==> src/rtl/mem_ctrl_pkg.sv <==
// rtl/mem_ctrl_pkg.sv - shared state/op encodings and default widths for the MAR/MDR memory-access controller
package mem_ctrl_pkg;

  typedef enum logic [1:0] {
    IDLE   = 2'd0,
    ACCESS = 2'd1,
    DONE   = 2'd2
  } state_t;

  typedef enum logic {
    OP_RD = 1'b0,
    OP_WR = 1'b1
  } op_t;

  localparam int DEF_DATA_W = 32;
  localparam int DEF_ADDR_W = 8;
  localparam int DEF_CNT_W  = 4;

endpackage

==> src/rtl/mem_access_ctrl_wait_counter.sv <==
// rtl/mem_access_ctrl_wait_counter.sv - loadable wait-state down-counter with zero flag
module wait_counter #(
  parameter int CNT_W = 4
) (
  input  logic             clock,
  input  logic             clear,
  input  logic             load,
  input  logic [CNT_W-1:0] load_val,
  input  logic             dec,
  output logic             zero
);

  logic [CNT_W-1:0] cnt;

  // Saturates at zero so a stalled ACCESS never wraps back to a large count.
  always_ff @(posedge clock or posedge clear) begin
    if (clear) begin
      cnt <= '0;
    end else if (load) begin
      cnt <= load_val;
    end else if (dec && (cnt != '0)) begin
      cnt <= cnt - 1'b1;
    end
  end

  assign zero = (cnt == '0);

endmodule

==> src/rtl/mem_access_ctrl.sv <==
// rtl/mem_access_ctrl.sv - MAR/MDR memory-access controller with wait states
// Optional ready-handshake completion with timeout: MEM_READY_EN
module mem_access_ctrl
  import mem_ctrl_pkg::*;
#(
  parameter int DATA_W      = DEF_DATA_W,
  parameter int ADDR_W      = DEF_ADDR_W,
  parameter int WAIT_STATES = 1,
  parameter int CNT_W       = DEF_CNT_W
) (
  input  logic              clock,
  input  logic              clear,
  input  logic [DATA_W-1:0] bus_data,
  input  logic              MAR_enable,
  input  logic              MDR_enable,
  input  logic              rd_req,
  input  logic              wr_req,
  input  logic [DATA_W-1:0] mem_rdata,
  input  logic              mem_ready,
  output logic [DATA_W-1:0] mar_out,
  output logic [DATA_W-1:0] mdr_out,
  output logic [ADDR_W-1:0] mem_addr,
  output logic [DATA_W-1:0] mem_wdata,
  output logic              mem_re,
  output logic              mem_we,
  output logic              busy,
  output logic              done,
`ifdef MEM_READY_EN
  output logic              timeout,
`endif
  output logic              conflict
);

  state_t            state, state_d;
  op_t               op_q, op_d;
  logic              first_q;
  logic [DATA_W-1:0] mar_q, mdr_q;
  logic              conflict_q;
  logic              cnt_load, cnt_dec, cnt_zero;
  logic              capture;
  logic              accept;

  assign accept = (state == IDLE) && (rd_req || wr_req);

  wait_counter #(.CNT_W(CNT_W)) u_wait (
    .clock    (clock),
    .clear    (clear),
    .load     (cnt_load),
    .load_val (CNT_W'(WAIT_STATES)),
    .dec      (cnt_dec),
    .zero     (cnt_zero)
  );

`ifdef MEM_READY_EN
  logic timed_out;
  logic timeout_q;
`else
  logic unused_ready;
  assign unused_ready = mem_ready;
`endif

  always_comb begin
    state_d  = state;
    op_d     = op_q;
    cnt_load = 1'b0;
    cnt_dec  = 1'b0;
    capture  = 1'b0;
`ifdef MEM_READY_EN
    timed_out = 1'b0;
`endif
    case (state)
      IDLE: begin
        if (accept) begin
          state_d  = ACCESS;
          cnt_load = 1'b1;
          // A simultaneous read and write resolves to the read.
          op_d     = rd_req ? OP_RD : OP_WR;
        end
      end
      ACCESS: begin
        cnt_dec = 1'b1;
`ifdef MEM_READY_EN
        capture   = (op_q == OP_RD) && mem_ready;
        timed_out = cnt_zero && !mem_ready;
        if (mem_ready || cnt_zero) state_d = DONE;
`else
        capture = (op_q == OP_RD) && cnt_zero;
        if (cnt_zero) state_d = DONE;
`endif
      end
      DONE:    state_d = IDLE;
      default: state_d = IDLE;
    endcase
  end

  always_ff @(posedge clock or posedge clear) begin
    if (clear) begin
      state      <= IDLE;
      op_q       <= OP_RD;
      first_q    <= 1'b0;
      mar_q      <= '0;
      mdr_q      <= '0;
      conflict_q <= 1'b0;
`ifdef MEM_READY_EN
      timeout_q  <= 1'b0;
`endif
    end else begin
      state      <= state_d;
      op_q       <= op_d;
      first_q    <= accept;
      conflict_q <= (state == IDLE) && rd_req && wr_req;
`ifdef MEM_READY_EN
      timeout_q  <= timed_out;
`endif
      if (state == IDLE) begin
        if (MAR_enable) mar_q <= bus_data;
        if (MDR_enable) mdr_q <= bus_data;
      end
      if (capture) mdr_q <= mem_rdata;
    end
  end

  assign mar_out   = mar_q;
  assign mdr_out   = mdr_q;
  assign mem_addr  = mar_q[ADDR_W-1:0];
  assign mem_wdata = mdr_q;
  assign mem_re    = (state == ACCESS) && (op_q == OP_RD);
  // The write strobe is a single pulse; the remaining cycles are RAM hold time.
  assign mem_we    = (state == ACCESS) && (op_q == OP_WR) && first_q;
  assign busy      = (state == ACCESS);
  assign done      = (state == DONE);
  assign conflict  = conflict_q;
`ifdef MEM_READY_EN
  assign timeout   = timeout_q;
`endif

endmodule

==> config.mk <==
export PLATFORM = sky130hd
export DESIGN_NAME = mem_access_ctrl
export DESIGN_NICKNAME = d
export VERILOG_FILES = /design/src/rtl/mem_ctrl_pkg.sv /design/src/rtl/mem_access_ctrl_wait_counter.sv /design/src/rtl/mem_access_ctrl.sv
export SDC_FILE = /design/constraint.sdc
export NUM_CORES = 1
export LEC_CHECK = 0
export CORE_ASPECT_RATIO = 0.75
export CORE_UTILIZATION = 40
export DETAILED_ROUTE_END_ITERATION = 8
export PLACE_DENSITY_LB_ADDON = 0.3
export SKIP_CTS_REPAIR_TIMING = 1
export SLEW_MARGIN = 20
export SYNTH_ARGS = -nofsm -noshare
export SYNTH_HDL_FRONTEND = slang
export SYNTH_SLANG_ARGS = --single-unit
==> constraint.sdc <==
create_clock -name clock -period 3.2 [get_ports clock]
set_input_delay 0.32 -clock clock [delete_from_list [all_inputs] [get_ports clock]]
set_output_delay 0.32 -clock clock [all_outputs]
set_load 0.005 [all_outputs]
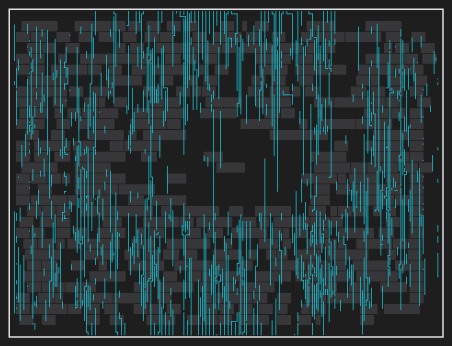
(metal 2)
(4 px per µm)
longest straight run = 41.1 µm
share of all routed wire = 49%
main direction = vertical
wire length on this layer = 4300 µm
routed vias: 2586
met2 Resource Use GR: 0.3299

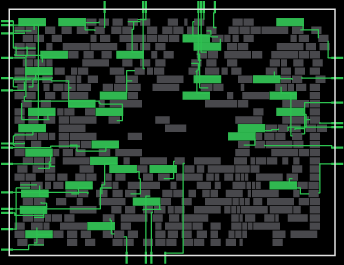
(wires at chosen ports, followed through buffers)
(3 px per µm)
green -> mar_out  # bits 32, direction output, edge 14 west, 7 north, 7 east, 4 south, end cells 32, wire 967 µm
# port buffers: 178
I/O pin count: 180

==> results.txt <==
Results of the flow run.

Global routing finished with a remaining overflow of 0. The path length in cells of the critical path stands at 4. According to the hold report, the worst path is of the in -> async type. The cell type that accounts for the most area after synthesis is sky130_fd_sc_hd__dfrtp_1. The mux share of post-synthesis cell area stands at 0.1097. The number of combinational gates with multiple inputs stands at 129. The pre-placement core utilization stands at 0.4208. The overall power stands at 5.145 mW.

The chip area stands at 8815 µm². The stage-log warning count stands at 28. The power report lists cell-internal power as 3.626 mW.

The logic depth of the worst register-to-register path stands at 3. The run finished with clean final reports. The synthesis report names the predominant flop master as sky130_fd_sc_hd__dfrtp_1. The worst voltage drop across the vdd grid stands at between 0.0006 and 0.0007 V.

The average wire length per cell after detail routing stands at 17.27 µm. The sum of negative setup slack stands at 0 ps. The H-tree was split into 3 levels. The synthesized chip area reported by yosys stands at 3376 µm². Power spread over the standard cell area amounts to a little under 1000 nW/µm². The largest fanout on the critical path stands at 8. The wire length of the first global-routing pass stands at 13.30 mm. The arrival time of data at the worst endpoint is listed as 2080 ps. The standby leakage power stands at between 2 and 2.5 nW. The net switching power stands at 1.519 mW. The internal reg-to-reg setup slack stands at about 1100 ps. The maximum operating frequency stands at 417.2 MHz. The clock network consumes a total of between 0.8 and 0.9 mW. In the final layout, the share of cells above drive strength 1 is 0.1379. The worst setup path is captured at an output pin.

The layout report lists the non-clock buffer share of cell area as 0.3517. After the flow finishes, the layout carries non-filler instances totaling 511. The clock arrives with 10.68 ps of skew.

The violation tally recorded at the end of detailed-routing iteration 0 is 51. The synthesized netlist occupies a cell area of 3376 µm². The DRC violation total left in the routed layout is recorded as 0. The detailed-routing iteration count for the pre-antenna-repair pass stands at 4. By startpoint and endpoint, the worst setup path is classified as reg -> out.

Setup repair after global routing left no endpoint under its margin. Per report_power, the Combinational row totals 2.55 mW. The most critical setup path has its endpoint at mem_we. The worst setup path is launched from a flip-flop. Entering global routing, the biggest net connects 39 pins. The logic share of the area stands at 0.2195.

Using the TritonRoute via totals, the vias-per-cell ratio works out to 5.061. The power in sequential cells stands at 1.73 mW. Yosys mapped a number of flops with a built-in enable equal to 0. Measured against its own limit, the worst slew margin works out to 0.2891. The HPWL after detailed placement is just over 6 mm. After synthesis, the cell types taking the most area are sky130_fd_sc_hd__dfrtp_1 54%, sky130_fd_sc_hd__mux2_2 10%, sky130_fd_sc_hd__a221o_1 9.5%. The floorplan report lists the tap cell count as 105.

Warnings reported by Yosys during synthesis add up to 0. For this design, the slowest cell found on the critical path is sky130_fd_sc_hd__dfrtp_1. The final weighted congestion in routability-driven placement stands at 0.7848. In this run the core area contains 28 standard-cell rows.

The synthesized design contains between 70 and 80 register bits. The number of inverters outside the clock class in the layout stands at 6. Endpoints with negative setup slack in the final report add up to 0. The cell count after synthesis stands at 262. By instance count after routing, the leading logic cell type is sky130_fd_sc_hd__clkdlybuf4s50_1. met3 track demand over resource after global routing is 0.08333.

The count of filler cells inserted in the layout stands at 677. The x dimension of the die stands at about 110 µm. Per the Yosys statistics, synthesis produced ~260 cells.
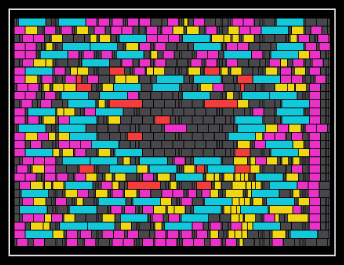
(placement by cell class)
(3 px per µm) Fill, decap, tap and diode cells in gray.
red -> clock drivers and dummy loads  # cells 16
cyan -> flip-flops  # cells 73
magenta -> other buffers and delay cells  # cells 182
yellow -> all other logic  # cells 135
Seq/total area: 0.3521
share of the core filled with cells in the final layout: 0.6466
Final Instance Area: 5187 µm²
Core Box Area: 8023 µm²

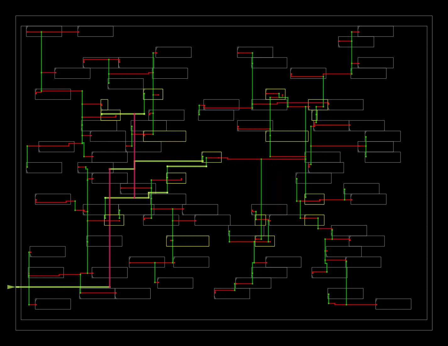
(clock wiring as the flow saved it)
Insertion Delay late pin: 340 ps
CTS sink cnt: 73
Layout clock buffers: 11

## flip-flops by register name (all words and copies together) (netlist names)
| signal | count |
|---|---|
| mar_out | 32 |
| mdr_out | 32 |
| u_wait.cnt | 4 |
| state | 2 |
| conflict | 1 |
| first_q | 1 |
| op_q | 1 |
## stage by stage
stage | util | worst slack, ps | area [µm²] | hold slack [ps]
6_report | 0.6466 | 803.1 | 5187 | 439.1
5_1_grt | 0.6466 | 679.0 | 5187 | 508.0
4_1_cts | 0.6466 | 780.8 | 5187 | 459.9
3_5_place_dp | 0.6162 | 1095 | 4943 | 494.6
3_3_place_gp | 0.6162 | 1115 | 4943 | 475.8
2_1_floorplan | - | 1027 | 3376 | 405.7
Power is estimated from default activity; no workload was simulated.
